[src/rtl/y86_pkg.sv]
// rtl/y86_pkg.sv - shared Y86-64 instruction, condition and status encodings
package y86_pkg;

    localparam logic [3:0] I_HALT   = 4'h0;
    localparam logic [3:0] I_NOP    = 4'h1;
    localparam logic [3:0] I_RRMOVQ = 4'h2;
    localparam logic [3:0] I_OPQ    = 4'h6;
    localparam logic [3:0] I_JXX    = 4'h7;

    localparam logic [3:0] C_YES = 4'h0;
    localparam logic [3:0] C_LE  = 4'h1;
    localparam logic [3:0] C_L   = 4'h2;
    localparam logic [3:0] C_E   = 4'h3;
    localparam logic [3:0] C_NE  = 4'h4;
    localparam logic [3:0] C_GE  = 4'h5;
    localparam logic [3:0] C_G   = 4'h6;

    localparam logic [2:0] S_AOK = 3'd1;
    localparam logic [2:0] S_HLT = 3'd2;
    localparam logic [2:0] S_ADR = 3'd3;
    localparam logic [2:0] S_INS = 4'd4;

endpackage

[src/rtl/cond_eval.sv]
// rtl/cond_eval.sv - combinational jXX/cmovXX condition from held flags
module cond_eval
    import y86_pkg::*;
(
    input  logic       zf,
    input  logic       sf,
    input  logic       of,
    input  logic [3:0] ifun,
    output logic       cnd
);

    logic lt;

    assign lt = sf ^ of;

    always_comb begin
        cnd = 1'b0;
        case (ifun)
            C_YES:   cnd = 1'b1;
            C_LE:    cnd = lt | zf;
            C_L:     cnd = lt;
            C_E:     cnd = zf;
            C_NE:    cnd = !zf;
            C_GE:    cnd = !lt;
            C_G:     cnd = !lt && !zf;
            default: cnd = 1'b0;
        endcase
    end

endmodule

[src/rtl/cc_cond_unit.sv]
// rtl/cc_cond_unit.sv - execute-stage condition-code register and branch/cmov evaluator
module cc_cond_unit
    import y86_pkg::*;
#(
    parameter int WIDTH  = 64,
    parameter int STAT_W = 3
) (
    input  logic              clk,
    input  logic              reset,
    input  logic [3:0]        e_icode,
    input  logic [3:0]        e_ifun,
    input  logic [WIDTH-1:0]  alu_result,
    input  logic              alu_overflow,
    input  logic [STAT_W-1:0] m_stat,
    input  logic [STAT_W-1:0] w_stat,
    output logic              zf,
    output logic              sf,
    output logic              of,
    output logic              cc_upd,
    output logic              e_cnd
);

    logic set_cc;
    logic cnd;
    logic cnd_use;

    // A faulting instruction further down the pipe must not leave its
    // younger OPq's flags behind; the gate is purely per-cycle.
    assign set_cc = (e_icode == I_OPQ)
                 && (m_stat == STAT_W'(S_AOK))
                 && (w_stat == STAT_W'(S_AOK));

    always_ff @(posedge clk) begin
        if (reset) begin
            zf     <= 1'b1;
            sf     <= 1'b0;
            of     <= 1'b0;
            cc_upd <= 1'b0;
        end else if (set_cc) begin
            zf     <= (alu_result == '0);
            sf     <= alu_result[WIDTH-1];
            of     <= alu_overflow;
            cc_upd <= 1'b1;
        end else begin
            cc_upd <= 1'b0;
        end
    end

    cond_eval u_cond_eval (
        .zf   (zf),
        .sf   (sf),
        .of   (of),
        .ifun (e_ifun),
        .cnd  (cnd)
    );

    assign cnd_use = (e_icode == I_JXX) || (e_icode == I_RRMOVQ);
    assign e_cnd   = cnd_use && cnd;

endmodule

[config.mk]
export PLATFORM = sky130hd
export DESIGN_NAME = cc_cond_unit
export DESIGN_NICKNAME = d
export VERILOG_FILES = /design/src/rtl/y86_pkg.sv /design/src/rtl/cond_eval.sv /design/src/rtl/cc_cond_unit.sv
export SDC_FILE = /design/constraint.sdc
export NUM_CORES = 1
export LEC_CHECK = 0
export CAP_MARGIN = 30
export CORE_MARGIN = 3
export CORE_UTILIZATION = 20
export CTS_CLUSTER_DIAMETER = 30
export DETAILED_ROUTE_END_ITERATION = 8
export GPL_TIMING_DRIVEN = 0
export HOLD_SLACK_MARGIN = 0.02
export PLACE_DENSITY = 0.85
export SYNTH_ARGS = -nofsm -noshare
export SYNTH_HDL_FRONTEND = slang
export SYNTH_HIERARCHICAL = 1
export SYNTH_SLANG_ARGS = --single-unit
[constraint.sdc]
create_clock -name clk -period 2.6 [get_ports clk]
set_input_delay 0.78 -clock clk [delete_from_list [all_inputs] [get_ports clk]]
set_output_delay 0.78 -clock clk [all_outputs]
set_load 0.01 [all_outputs]
**Run 1: signal wires by layer**

Scale: 10 px per um. Only two layers are drawn.
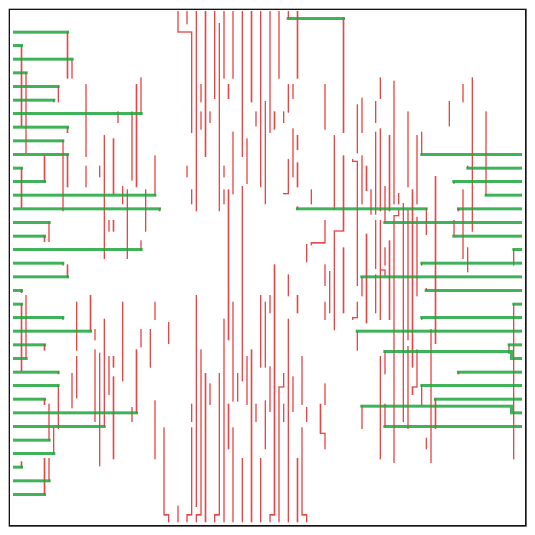
- red: M2 (wire length 1190 um)
- green: M3 (wire length 379 um)

**Run 1: met1 routing**

Scale: 12 px per um. Supply wires on this layer in gray.
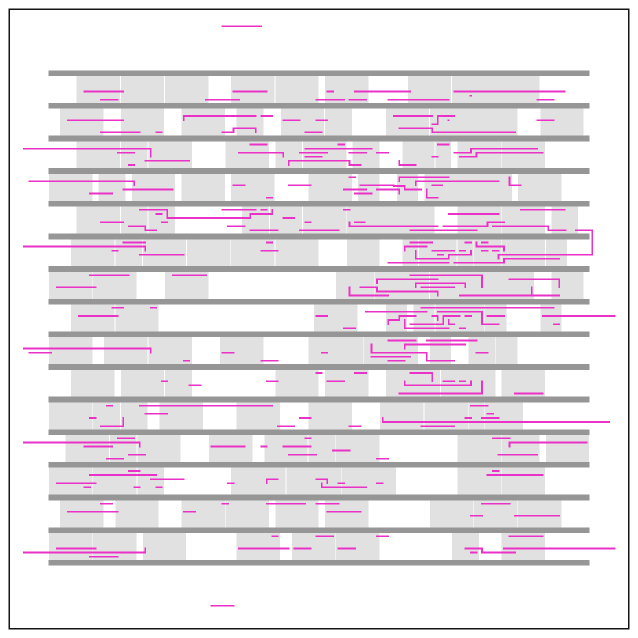
- nets with wire on the layer: 165
- share of all routed wire: 29%
- longest straight run: 18.9 um

==> Changelog: implementation, run 1 <==
## Implementation

- Routed vias: 808
- Post-DP HPWL: 2.00 mm
- TNS Setup: 0 ns
- Syn Nets: 131
- First-pass GRT wire length: 3.64 mm
- Mapped Avg Cell Area: 8.28 um^2
- Crit path DAT: 1.72 ns
- Clock Tree Root: clkbuf_4
- Post-Layout Cell Count: 163
- CTS Hold Bufs: 0
- TritonCTS clock tree: yes
- Maximum clock frequency: 401 MHz
- FP Core Util: 22.5%
- IO buf count: 85
- DR vias/cell: 4.96
- Core area: 1840 um^2
- Max Cap Viol: 0
- CP Class: in -> out
- Leak pwr: 0.465 nW
- Total gr overflow: 0
- Commonest Layout Cell: clkdlybuf4s50_1
- WL/cell: 13.6 um
- Slew Viols, Final: 0
- Worst VDD drop: 0.130 mV
- Ys Warns: 6
- Metal-1 WL: 654 um
- Die area: 2650 um^2
- Seq cells post-synth: 4
- Uppermost layer routed: met3
- Outcome: complete, no violations
- Sequential area share after synthesis: 19.3%
- Number of global-route vias before repair: 882
- Drt first-iter violations: 8
- I/O pins: 86
- Reg2reg end: zf
- PnR worst setup slack: 0.104 ns
- Reg-to-Reg Start: zf
- Residual DRC: 0
- DP Cell Count: 160
- R2R depth: 2
- RSZ-0062 raised after global routing: no
- Tmin final: 2.50 ns
- Late-Pin Clk Latency: 0.24 ns
- Die X: 51.5 um
- Worst-path cell chain: clkdlybuf4s50_1, xnor2_1, and3_1, buf_2
- RD Place Congestion: 0.611
- Worst-Margin Slew: 0.436 ns
- Synthesized instance count: 50
- Critical path fanouts, max: 2
- Cell family with most CP delay: buffers and inverters
**Run 1: signal wires on met3**

Scale: 8 px per um.
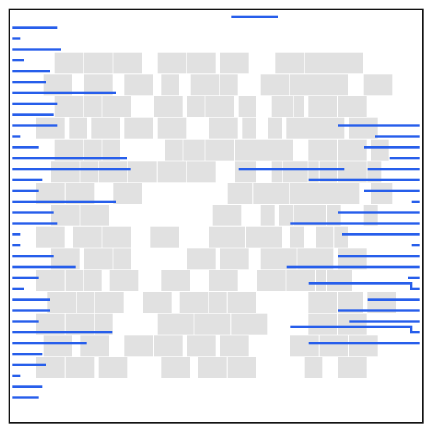
- main direction: horizontal
- wire length on this layer: 379 um
- longest straight run: 16.3 um
- share of all routed wire: 17%
- nets with wire on the layer: 58

-- run 1: where the power goes --
group	total [W]	switching [W]	internal, W
registers	0.0000618	0.0000000630	0.0000617
clock network	0.0000789	0.0000272	0.0000518
logic	0.000142	0.0000306	0.000111
total	0.000283	0.0000579	0.000225
-- run 1: synth_stat cells --
cell / n
dfxtp_1: 4
and4bb_2: 1
mux2i_1: 2
nor4b_1: 1
xnor2_1: 2
nor4_1: 14
o21ai_1: 2
a21oi_1: 1
and3_1: 1
nor3_1: 1
nor2b_1: 2
or4_1: 1
nor4_2: 4
and4bb_1: 1
nor4bb_1: 1
nand4_1: 6
nand3_1: 1
a2111o_1: 1
nor2_1: 4
-- run 1: state kept, by name (all words and copies together) (netlist names) --
| signal | flops |
|---|---|
| zf | 1 |
| cc_upd | 1 |
| of | 1 |
| sf | 1 |
-- run 1: final cells by class --
class                   instances  area (um^2)
fillers                       152          512
flip-flops and latches          4         80.1
well taps                      25         31.3
repair buffers                 85          826
clock buffers                   3         22.5
multi-input cells              46          368
-- run 1: routing by layer --
metal  vias up  track usage (%)
li1        396                -
met1       351             16.4
met2        61             35.4
met3         0             7.16
met4         0             2.62
met5         -                0
-- run 1: metrics by stage --
step	cell area [um^2]	util [%]	hold WS, ns
4_1_cts	1340	72.9	0.577
2_1_floorplan	414	-	0.557
6_report	1330	72.2	0.570
5_1_grt	1330	72.2	0.600
3_5_place_dp	1300	70.5	0.560
3_3_place_gp	1300	70.5	0.532
-- run 1: cells by family after synthesis --
group	share of synthesized area (%)
AND/OR/NAND/NOR	65.3
AND-OR/OR-AND	6.34
flip-flops	19.3
XOR/XNOR	4.23
multiplexers	4.83
-- run 1: timing repair --
| action | CTS | global route |
|---|---|---|
| gates resized | 22 | 4 |
| pin swaps | 3 | 1 |
| endpoints found under the setup margin | 1 | 1 |
==> run 2, diff against run 1 <==
--- a/config.mk
+++ b/config.mk
@@ -8,6 +8,7 @@
 export CAP_MARGIN = 30
 export CORE_MARGIN = 3
 export CORE_UTILIZATION = 20
+export CTS_BUF_LIST = sky130_fd_sc_hd__clkbuf_4 sky130_fd_sc_hd__clkbuf_8 sky130_fd_sc_hd__clkbuf_16
 export CTS_CLUSTER_DIAMETER = 30
 export DETAILED_ROUTE_END_ITERATION = 8
 export GPL_TIMING_DRIVEN = 0
**Run 2: signal wires on met3**

Scale: 8 px per um.
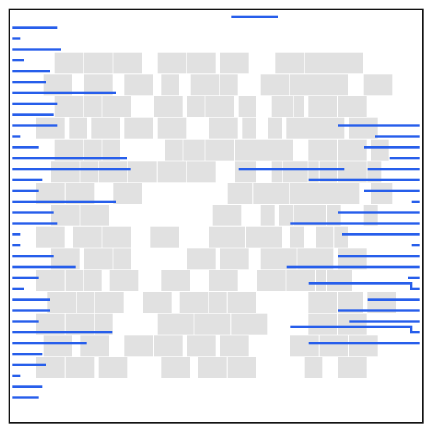
- wire length on this layer: 379 um
- main direction: horizontal
- longest straight run: 16.3 um
- nets with wire on the layer: 58
- share of all routed wire: 17%

**Run 2: met1 routing**

Scale: 12 px per um. Supply wires on this layer in gray.
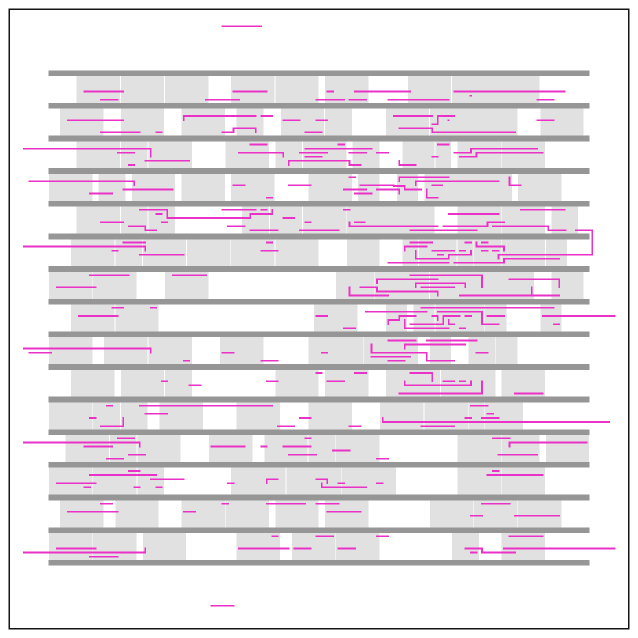
Routed Wire Length: 2.22 mm
routed vias: 808
met1 Track Usage GR: 16.4%

==> run 2 against run 1 <==
Against the previous run:
- combinational power about the same
- register-to-register slack about the same
- final cell count unchanged
- sequential share of layout area stayed put
- clock skew did not move
- synthesized area is the same
- worst setup slack stayed put
- sequential power hardly changed
- core utilization is the same
- die size stayed put
- worst hold slack is the same
- largest cell class unchanged
- highest routed layer unchanged
==> Changelog: implementation, run 2 <==
## Implementation

- Sequential area share after synthesis: 19.3% (unchanged)
- Main flop type: dfxtp_1 (unchanged)
- Worst VDD drop: 0.130 mV (unchanged)
- Placed Area: 1300 um^2 (unchanged)
- Critical path fanouts, max: 2 (unchanged)
- R2R depth: 2 (unchanged)
- Logic area: 368 um^2 (unchanged)
- Ys Warns: 6 (unchanged)
- Core area: 1840 um^2 (unchanged)
- Leak pwr: 0.465 nW (unchanged)
- Reg-to-Reg Start: zf (unchanged)
- Most frequent cell after synthesis: nor4_1 (unchanged)
- Max Cap Viol: 0 (unchanged)
- Total gr overflow: 0 (unchanged)
- Residual DRC: 0 (unchanged)
- Ao+oa area frac: 6.34% (unchanged)
- CP Class: in -> out (unchanged)
- Post-route design area: 1330 um^2 (unchanged)
- Seq cells post-synth: 4 (unchanged)
- Synth Area in Adders: 0% (unchanged)
- DR vias/cell: 4.96 (unchanged)
- I/O pins: 86 (unchanged)
- Outcome: complete, no violations (unchanged)
- Worst-Margin Slew: 0.436 ns (unchanged)
- Tmin final: 2.50 ns (unchanged)
- Drt first-iter violations: 8 (unchanged)
- Fill count: 152 (unchanged)
- Die area: 2650 um^2 (unchanged)
- WL/cell: 13.6 um (unchanged)
- Number of global-route vias before repair: 882 (unchanged)
- Crit path DAT: 1.72 ns (about the same)
- Top logic family: simple AND/OR/NAND/NOR gates (unchanged)
- Slew Viols, Final: 0 (unchanged)
- Syn Nets: 131 (unchanged)
- Maximum clock frequency: 401 MHz (unchanged)
- Die X: 51.5 um (unchanged)
==> run 2: cell counts after synthesis <==
Identical to the previous run, type by type.
==> run 2: through the flow <==
step | worst slack (ns) | total power, W | instances | hold slack (ns)
after floorplan | 0.418 | 0.0000762 | 50 | 0.557
after global placement | -0.600 | 0.000203 | 160 | 0.532
after detailed placement | -0.667 | 0.000205 | 160 | 0.560
after CTS | 0.00189 | 0.000286 | 163 | 0.577
after global routing | 0.0354 | 0.000300 | 163 | 0.600
final | 0.104 | 0.000283 | 163 | 0.570
==> run 2: layer usage <==
metal / track usage (%) / wire [um] / up-vias
met5: 0 / 0 / -
met4: 2.62 / 0 / 0
met3: 7.16 / 379 / 0
met1: 16.4 / 654 / 351
met2: 35.4 / 1190 / 61
li1: - / - / 396
==> run 2: power breakdown <==
part | switching (W) | internal, W | total (W) | leakage (nW)
clock | 0.0000272 | 0.0000518 | 0.0000789 | 0.0138
sequential | 0.0000000630 | 0.0000617 | 0.0000618 | 0.0322
combinational | 0.0000306 | 0.000111 | 0.000142 | 0.419
==> run 2: what timing repair did <==
item	4_1_cts	5_1_grt
resized	22	4
pin swaps	3	1
endpoints found under the setup margin	1	1
hold buffers	0	0
endpoints found under the hold margin	0	0
buffers inserted	0	0
==> run 2: logic make-up (layout without fill, tap and decap cells) <==
family                 count (synthesis)  after routing
XOR/XNOR                               2              2
flip-flops                             4              4
AND/OR/NAND/NOR                       38             38
buffers and inverters                  0             88
multiplexers                           2              2
AND-OR/OR-AND                          4              4
==> run 2: critical path: stages <==
cell and delay, ns:
clkdlybuf4s50_1 0.49, xnor2_1 0.13, and3_1 0.18, buf_2 0.13
==> run 2: cell type report <==
type	count	share of cell area [%]
multi-input combinational	46	27.7
timing repair buffer	85	62.2
tap	25	2.36
sequential	4	6.03
clock buffer	3	1.70
Power is estimated from default activity; no workload was simulated.
